$ cat src/rtl/serial_subtractor_if.sv
// serial_subtractor_if: start/done handshake and operand/result bundle for serial_subtractor
// master drives input_start/input_a/input_b; slave drives output_busy/output_done/output_diff/output_borrow
interface serial_subtractor_if #(parameter int WIDTH = 8);
    logic             input_start;
    logic [WIDTH-1:0] input_a;
    logic [WIDTH-1:0] input_b;
    logic             output_busy;
    logic             output_done;
    logic [WIDTH-1:0] output_diff;
    logic             output_borrow;
    modport master (
        output input_start, input_a, input_b,
        input  output_busy, output_done, output_diff, output_borrow
    );
    modport slave (
        input  input_start, input_a, input_b,
        output output_busy, output_done, output_diff, output_borrow
    );
endinterface

$ cat src/rtl/serial_subtractor.sv
// serial_subtractor: bit-serial unsigned a - b, LSB first, one full-subtractor cell and a registered borrow
// input_clk: rising-edge clock; input_reset: synchronous active-high reset
// bus (slave): input_start/input_a/input_b in; output_busy/output_done/output_diff/output_borrow out
module serial_subtractor #(parameter int WIDTH = 8) (
    input logic                input_clk,
    input logic                input_reset,
    serial_subtractor_if.slave bus
);
    localparam int CW = $clog2(WIDTH + 1);
    localparam logic [CW-1:0] LAST = CW'(WIDTH - 1);
    typedef enum logic [1:0] {IDLE, RUN, DONE} state_t;
    state_t           state, state_next;
    logic [WIDTH-1:0] a_sh, b_sh, res, res_next, diff_q;
    logic [CW-1:0]    cnt;
    logic             br, br_next, d, borrow_q, last;
    assign d        = a_sh[0] ^ b_sh[0] ^ br;
    assign br_next  = (~a_sh[0] & b_sh[0]) | (~(a_sh[0] ^ b_sh[0]) & br);
    // new bit enters at the MSB so after WIDTH shifts bit 0 sits at the LSB
    assign res_next = (WIDTH'(d) << (WIDTH - 1)) | (res >> 1);
    assign last     = cnt == LAST;
    always_ff @(posedge input_clk)
        state <= input_reset ? IDLE : state_next;
    always_comb begin
        state_next = state == IDLE ? (bus.input_start ? RUN : IDLE)
                   : state == RUN  ? (last ? DONE : RUN)
                   : IDLE;
    end
    always_ff @(posedge input_clk) begin
        if (input_reset) begin
            a_sh     <= '0;
            b_sh     <= '0;
            res      <= '0;
            br       <= 1'b0;
            cnt      <= '0;
            diff_q   <= '0;
            borrow_q <= 1'b0;
        end else if (state == IDLE && bus.input_start) begin
            a_sh <= bus.input_a;
            b_sh <= bus.input_b;
            res  <= '0;
            br   <= 1'b0;
            cnt  <= '0;
        end else if (state == RUN) begin
            a_sh <= a_sh >> 1;
            b_sh <= b_sh >> 1;
            res  <= res_next;
            br   <= br_next;
            cnt  <= cnt + 1'b1;
            // the final bit is still in flight, so publish the next-state values
            if (last) begin
                diff_q   <= res_next;
                borrow_q <= br_next;
            end
        end
    end
    assign bus.output_busy   = state != IDLE;
    assign bus.output_done   = state == DONE;
    assign bus.output_diff   = diff_q;
    assign bus.output_borrow = borrow_q;
endmodule

$ cat src/flat_wrapper.sv
// flat-port wrapper written by rule: the top's interface ports become plain ports
module serial_subtractor_flat 
#(parameter int WIDTH = 8)
  (input_clk, input_reset, bus_input_start, bus_input_a, bus_input_b, bus_output_busy, bus_output_done, bus_output_diff, bus_output_borrow);
  serial_subtractor_if #(.WIDTH(WIDTH)) bus_i ();
  input logic input_clk;
  input logic input_reset;
  input wire logic [$bits(bus_i.input_start)-1:0] bus_input_start;
  input wire logic [$bits(bus_i.input_a)-1:0] bus_input_a;
  input wire logic [$bits(bus_i.input_b)-1:0] bus_input_b;
  output wire logic [$bits(bus_i.output_busy)-1:0] bus_output_busy;
  output wire logic [$bits(bus_i.output_done)-1:0] bus_output_done;
  output wire logic [$bits(bus_i.output_diff)-1:0] bus_output_diff;
  output wire logic [$bits(bus_i.output_borrow)-1:0] bus_output_borrow;
  assign bus_i.input_start = bus_input_start;
  assign bus_i.input_a = bus_input_a;
  assign bus_i.input_b = bus_input_b;
  assign bus_output_busy = bus_i.output_busy;
  assign bus_output_done = bus_i.output_done;
  assign bus_output_diff = bus_i.output_diff;
  assign bus_output_borrow = bus_i.output_borrow;
  serial_subtractor #(.WIDTH(WIDTH)) u_core (.input_clk(input_clk), .input_reset(input_reset), .bus(bus_i));
endmodule
$ cat config.mk
export PLATFORM = sky130hd
export DESIGN_NAME = serial_subtractor_flat
export DESIGN_NICKNAME = d
export VERILOG_FILES = /design/src/rtl/serial_subtractor_if.sv /design/src/rtl/serial_subtractor.sv /design/src/flat_wrapper.sv
export SDC_FILE = /design/constraint.sdc
export NUM_CORES = 1
export LEC_CHECK = 0
export CAP_MARGIN = 20
export CORE_MARGIN = 10
export CORE_UTILIZATION = 52
export DETAILED_ROUTE_END_ITERATION = 6
export HOLD_SLACK_MARGIN = 0.02
export PLACE_DENSITY = 0.83
export SYNTH_ARGS = -nofsm -noshare
export SYNTH_HDL_FRONTEND = slang
export SYNTH_SLANG_ARGS = --single-unit
export TNS_END_PERCENT = 30
$ cat constraint.sdc
create_clock -name input_clk -period 4.6 [get_ports input_clk]
set_clock_uncertainty 0.1 [all_clocks]
set_input_delay 0.69 -clock input_clk [delete_from_list [all_inputs] [get_ports input_clk]]
set_output_delay 0.69 -clock input_clk [all_outputs]
set_load 0.005 [all_outputs]
**Run 1: met3 routing**

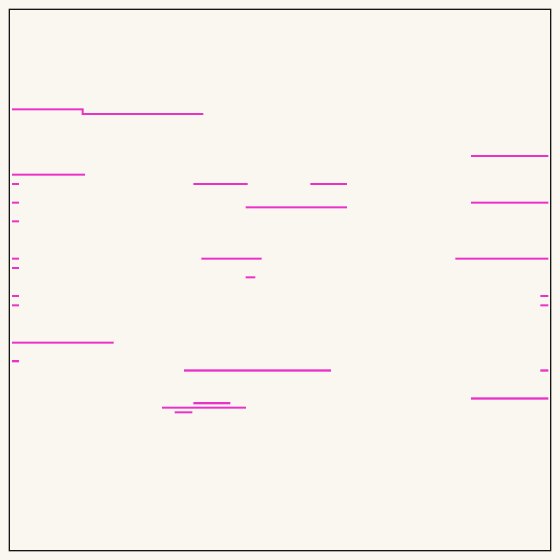
share of all routed wire: 5.8%
wire length on this layer: 185 um

**Run 1: met2 routing**

Bar = 20 um.
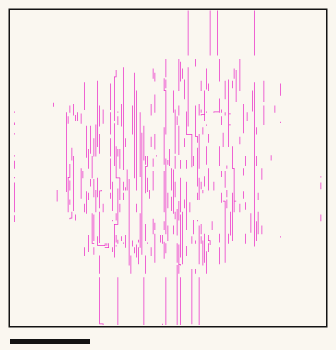
share of all routed wire: 44%
longest straight run: 40.8 um
wire length on this layer: 1,410 um
nets with wire on the layer: 187
vias post-DR: 1,345
grt met2 use: 17.27%
drt total wl: 3.166 mm

==> out/results.tsv, run 1 <==
stage	metric	value	unit
run_status	status	finished clean	
routing	metal3 WL	184	um
logic_synthesis	Yosys warning count	0	
global_routing	met3 Use GR	4.842	%
setup_path	crit path DAT	1.61	ns
global_routing	met1 usage	12.33	%
finish	Final Non-Filler Cells	266	
logic_synthesis	Post-synth EDFFs	0	
finish	Commonest Layout Cell	dfxtp_1	
global_routing	initial antenna violation count	0	
logic_synthesis	top cells by count	dfxtp_1 (39), nand2_1 (31), a21oi_1 (25)	
routing	antenna viol nets, final	0	
routing	routed len/inst	11.90	um
setup_path	FF-to-FF path depth	3	
setup_path	critical-path maximum fanout	12	
routing	met2 routed WL	1.406	mm
sta	Setup TNS	0	ns
finish	clkbuf count	6	
finish	share of cells above drive strength 1	11.82	%
logic_synthesis	Synth cell types	34	
clock_network	TritonCTS Buffers	5	
power_and_ir_drop	Tot Pwr	0.6836	mW
clock_network	hold-fix buffers at CTS	0	
clock_network	# Post-CTS Setup Buffers	0	
power_and_ir_drop	leakage power	0.7158	nW
global_routing	busiest metal layer after global routing	met2	
**Run 1: PDN straps and rails**

Bar = 20 um. Pins as bars on the die edge.
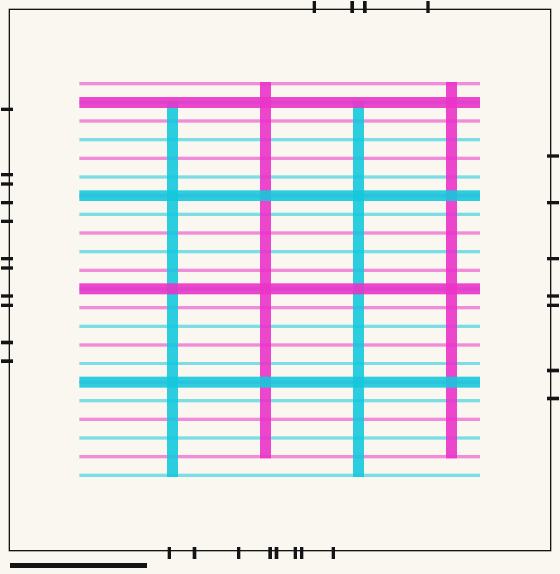
[VSS] cyan
[VDD] magenta
met5 straps: 4
signal pins: 30
met4 straps: 4
met1 rails: 22
chip height: 78.76 um
Die Span X: 78.76 um
core area: 3337 um^2
VDD IR-drop max: 0.2658 mV

## run 1: power breakdown
group,switching [mW],internal [mW]
clock,0.108,0.128
sequential,0.0101,0.353
combinational,0.0431,0.0416
## run 1: cells by family (layout without fill, tap and decap cells)
family                     Yosys count  after routing  synth area share (%)
muxes                                8              8                 4.460
AOI/OAI and AO/OA                   44             44                 17.56
buffers and inverters               20             41                 7.108
adders and majority gates            2              2                 1.812
and+or+nand+nor                     84             84                 24.60
DFF                                 39             39                 43.48
xor gates and xnor gates             2              2                0.9758
## run 1: worst max-delay path, delay by kind of cell (launching register included)
| kind | cells | cell delay, ns |
|---|---|---|
| flip-flops | 1 | 0.60 |
| AND/OR/NAND/NOR | 1 | 0.18 |
| buffers and inverters | 1 | 0.49 |
==> run 2, diff against run 1 <==
- clock period: 4.6 -> 2.5 ns (I/O delays scaled with it)
**Run 2: met3 routing**

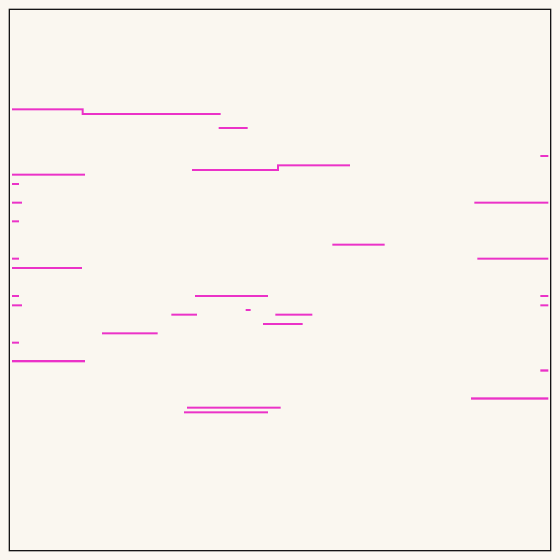
wire length on this layer: 194 um
longest straight run: 20.0 um
drt total wl: 3.231 mm
vias post-DR: 1,374
met3 Use GR: 5.518%

**Run 2: metal layers overlaid**

Bar = 20 um. Two of the layers only.
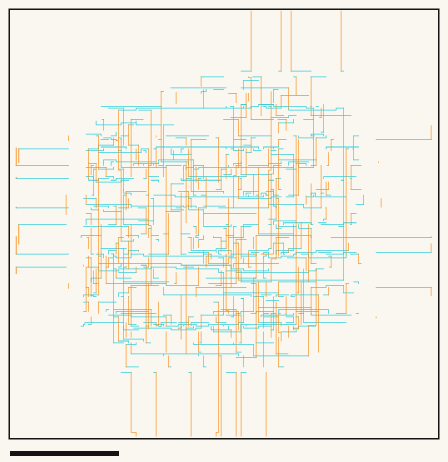
[M2] orange | wire length: 1,440 um
[M1] cyan | wire length: 1,550 um
Total Routing Usage GR: 11.37%
routed len/inst: 12.01 um

==> run 2 against run 1 <==
- register-to-register slack worse by 1.8 ns
- sequential share of layout area up 0.11 points
- synthesized cell count unchanged
- final cell count up 1.1%
- critical endpoint unchanged
==> out/results.tsv, run 2 <==
stage	metric	value	unit	change
run_status	status	finished clean		
logic_synthesis	Yosys warning count	0		unchanged
routing	DRC Markers	0		
finish	Final Non-Filler Cells	269		+1.1%
finish	share of cells above drive strength 1	13.00	%	+1.2 points
placement	number of placed cells counting well taps	261		
logic_synthesis	Compound Share, Synth	17.56	%	unchanged
setup_path	Startpoint Class	register		
logic_synthesis	top cells by count	dfxtp_1 (39), nand2_1 (31), a21oi_1 (25)		
setup_path	critical-path maximum fanout	12		unchanged
sta	Setup TNS	0	ns	unchanged
clock_network	CTS tree	built		
clock_network	clock root cell	clkbuf_4		
clock_network	TritonCTS Buffers	5		unchanged
logic_synthesis	Synth cell types	34		unchanged
finish	Final nets	243		
global_routing	initial antenna violation count	0		unchanged
finish	Commonest Layout Cell	dfxtp_1		
hold_path	Hold Crit Endpoint	u_core.a_sh[2]$_SDFFE_PP0P_		
setup_path	FF-to-FF path depth	4		+1
sta	Slew @ Worst Pin	0.4548	ns	
logic_synthesis	Simple-Gate Area Share	24.60	%	unchanged
power_and_ir_drop	leakage power	0.7094	nW	-0.88%
sta	Hold WS	0.3640	ns	
setup_path	Crit path max-delay family	flip-flops		
logic_synthesis	Post-synth EDFFs	0		unchanged
logic_synthesis	fraction of registers with async set/reset	0	%	
setup_path	WS Path Type	register to output port		
finish	clkbuf count	5		-1
setup_path	crit path DAT	1.64	ns	+0.03 ns
die	core area	3337	um^2	unchanged
logic_synthesis	mux share	4.460	%	unchanged
power_and_ir_drop	VDD IR-drop max	0.3662	mV	+38%
logic_synthesis	adder-cell share of the synthesized area	1.812	%	unchanged
routing	antenna viol nets, final	0		unchanged
die	Die Span X	78.76	um	unchanged
setup_path	crit path buf inv count	1		unchanged
routing	vias per cell	5.108		
setup_path	CP Depth	2		unchanged
placement	IO Port Bufs	29		
power_and_ir_drop	Tot Pwr	1.150	mW	+68%
clock_network	hold-fix buffers at CTS	0		unchanged
die	chip height	78.76	um	unchanged
logic_synthesis	main kind of combinational logic by area	simple AND/OR/NAND/NOR gates		
setup_path	R2R setup slack	0.74	ns	
logic_synthesis	xor/xnor share	0.9756	%	unchanged
clock_network	# Post-CTS Setup Buffers	0		unchanged
-- run 2: netlist changes by cell type in the layout (fill, tap and decap cells not counted), sizes merged --
cell	delta
buf	+3
bufinv	-1
clkinvlp	+2
clkbuf	-1
-- run 2: metal layers --
metal / vias to the layer above / global-route usage (%) / wire [um] / part of all wire (%)
li1: 709 / - / - / -
met1: 622 / 13.17 / 1548 / 48
met2: 38 / 17.68 / 1441 / 45
met3: 5 / 5.518 / 194 / 6.0
met4: 0 / 4.480 / 47 / 1.5
met5: - / 0 / 0 / 0
-- run 2: report_power, final --
part | internal (mW) | switching [mW]
Sequential | 0.649 | 0.0191
Combinational | 0.0812 | 0.0805
Clock | 0.107 | 0.213
Total | 0.838 | 0.312
==> run 3, diff against run 2 <==
- clock period: 2.5 -> 2.01 ns (I/O delays scaled with it)
**Run 3: metal layers overlaid**

Bar = 20 um. Two of the layers only.
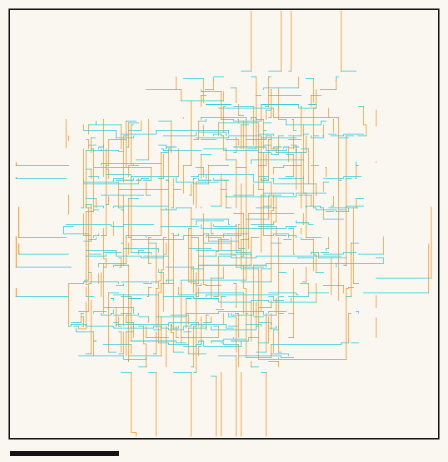
[M1] cyan | wire length: 1,560 um
[M2] orange | wire length: 1,610 um

**Run 3: met3 routing**

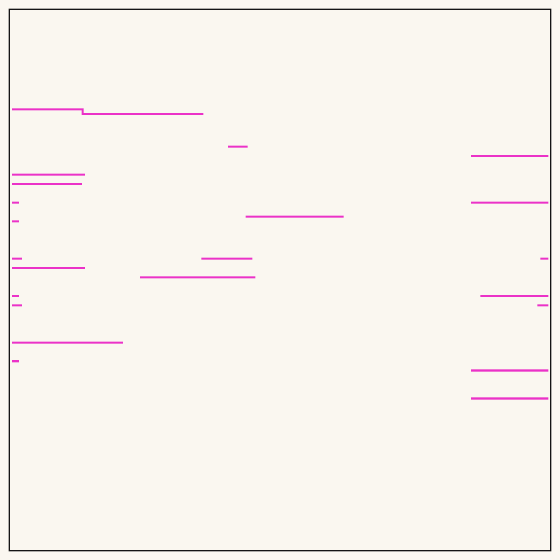
main direction: horizontal
longest straight run: 17.5 um
nets with wire on the layer: 19
wire length on this layer: 176 um
share of all routed wire: 5.2%

==> run 3 against run 2 <==
- routed wire length grew 4.6%
- worst setup slack got worse by 0.27 ns
- clock-buffer cell count up 1
- largest cell class unchanged
- synthesized cell count unchanged
- largest power group unchanged
- design area increased by 3.1%
- highest routed layer unchanged
==> out/results.tsv, run 3 <==
stage	metric	value	unit	change
run_status	status	finished clean		
power_and_ir_drop	Top pwr grp	sequential cells		
finish	Final nets	247		+1.6%
logic_synthesis	Post-synth EDFFs	0		unchanged
logic_synthesis	Simple-Gate Area Share	24.60	%	unchanged
power_and_ir_drop	sequential power share	51.6	%	-6.5 points
routing	drt total wl	3.380	mm	+4.6%
clock_network	hold-fix buffers at CTS	0		unchanged
logic_synthesis	top cells by count	dfxtp_1 (39), nand2_1 (31), a21oi_1 (25)		
die	Die Span X	78.76	um	unchanged
logic_synthesis	main kind of combinational logic by area	simple AND/OR/NAND/NOR gates		
routing	vias post-DR	1371		-0.22%
placement	number of placed cells counting well taps	265		+1.5%
logic_synthesis	adder-cell share of the synthesized area	1.812	%	unchanged
clock_network	# Post-CTS Setup Buffers	0		unchanged
routing	vias per cell	5.022		-1.7%
global_routing	busiest metal layer after global routing	met2		
logic_synthesis	mux share	4.460	%	unchanged
clock_network	TritonCTS Buffers	5		unchanged
power_and_ir_drop	Combinational Power Share	13.1	%	-1.0 points
global_routing	Total Routing Usage GR	11.77	%	+0.40 points
die	core area	3337	um^2	unchanged
clock_network	clock root cell	clkbuf_4		
power_and_ir_drop	Clk. pwr	0.567	mW	+77%
die	chip height	78.76	um	unchanged
setup_path	Crit path max-delay family	buffers and inverters		
global_routing	met3 Use GR	4.842	%	-0.68 points
power_and_ir_drop	Seq. pwr	0.831	mW	+24%
finish	Final Non-Filler Cells	273		+1.5%
power_and_ir_drop	leakage power	0.7508	nW	+5.8%
power_and_ir_drop	VDD IR-drop max	0.4004	mV	+9.3%
placement	IO Port Bufs	29		unchanged
global_routing	met1 usage	13.52	%	+0.35 points
power_and_ir_drop	NetSw	0.3919	mW	+25%
logic_synthesis	fraction of registers with async set/reset	0	%	unchanged
clock_network	CTS tree	built		
finish	share of cells above drive strength 1	15.42	%	+2.4 points
global_routing	grt met2 use	19.49	%	+1.8 points
logic_synthesis	xor/xnor share	0.9756	%	unchanged
run 3: per-layer routing:
layer / part of all wire, % / vias up
met3: 5.2 / 4
met1: 46 / 630
met2: 48 / 23
met4: 0.92 / 0
met5: 0 / -
li1: - / 714
run 3: layout make-up:
class / count / area (um^2)
flip-flops and latches: 39 / 783.3
clock buffers: 6 / 51.30
inverters: 3 / 11.26
well taps: 46 / 57.56
multi-input cells: 140 / 887.1
clock inverters: 2 / 38.79
fillers: 299 / 1157
repair buffers: 37 / 350.3
run 3: stage by stage:
stage | utilization, % | total power, mW | hold slack [ns]
detailed placement | 62.54 | 1.060 | 0.3486
global placement | 62.54 | 1.056 | 0.3432
finish | 65.32 | 1.608 | 0.3626
floorplan | - | 0.9963 | 0.3366
global route | 65.32 | 1.685 | 0.3843
CTS | 65.32 | 1.624 | 0.3661
No activity file was given, so power comes from the tool's default toggle rates.
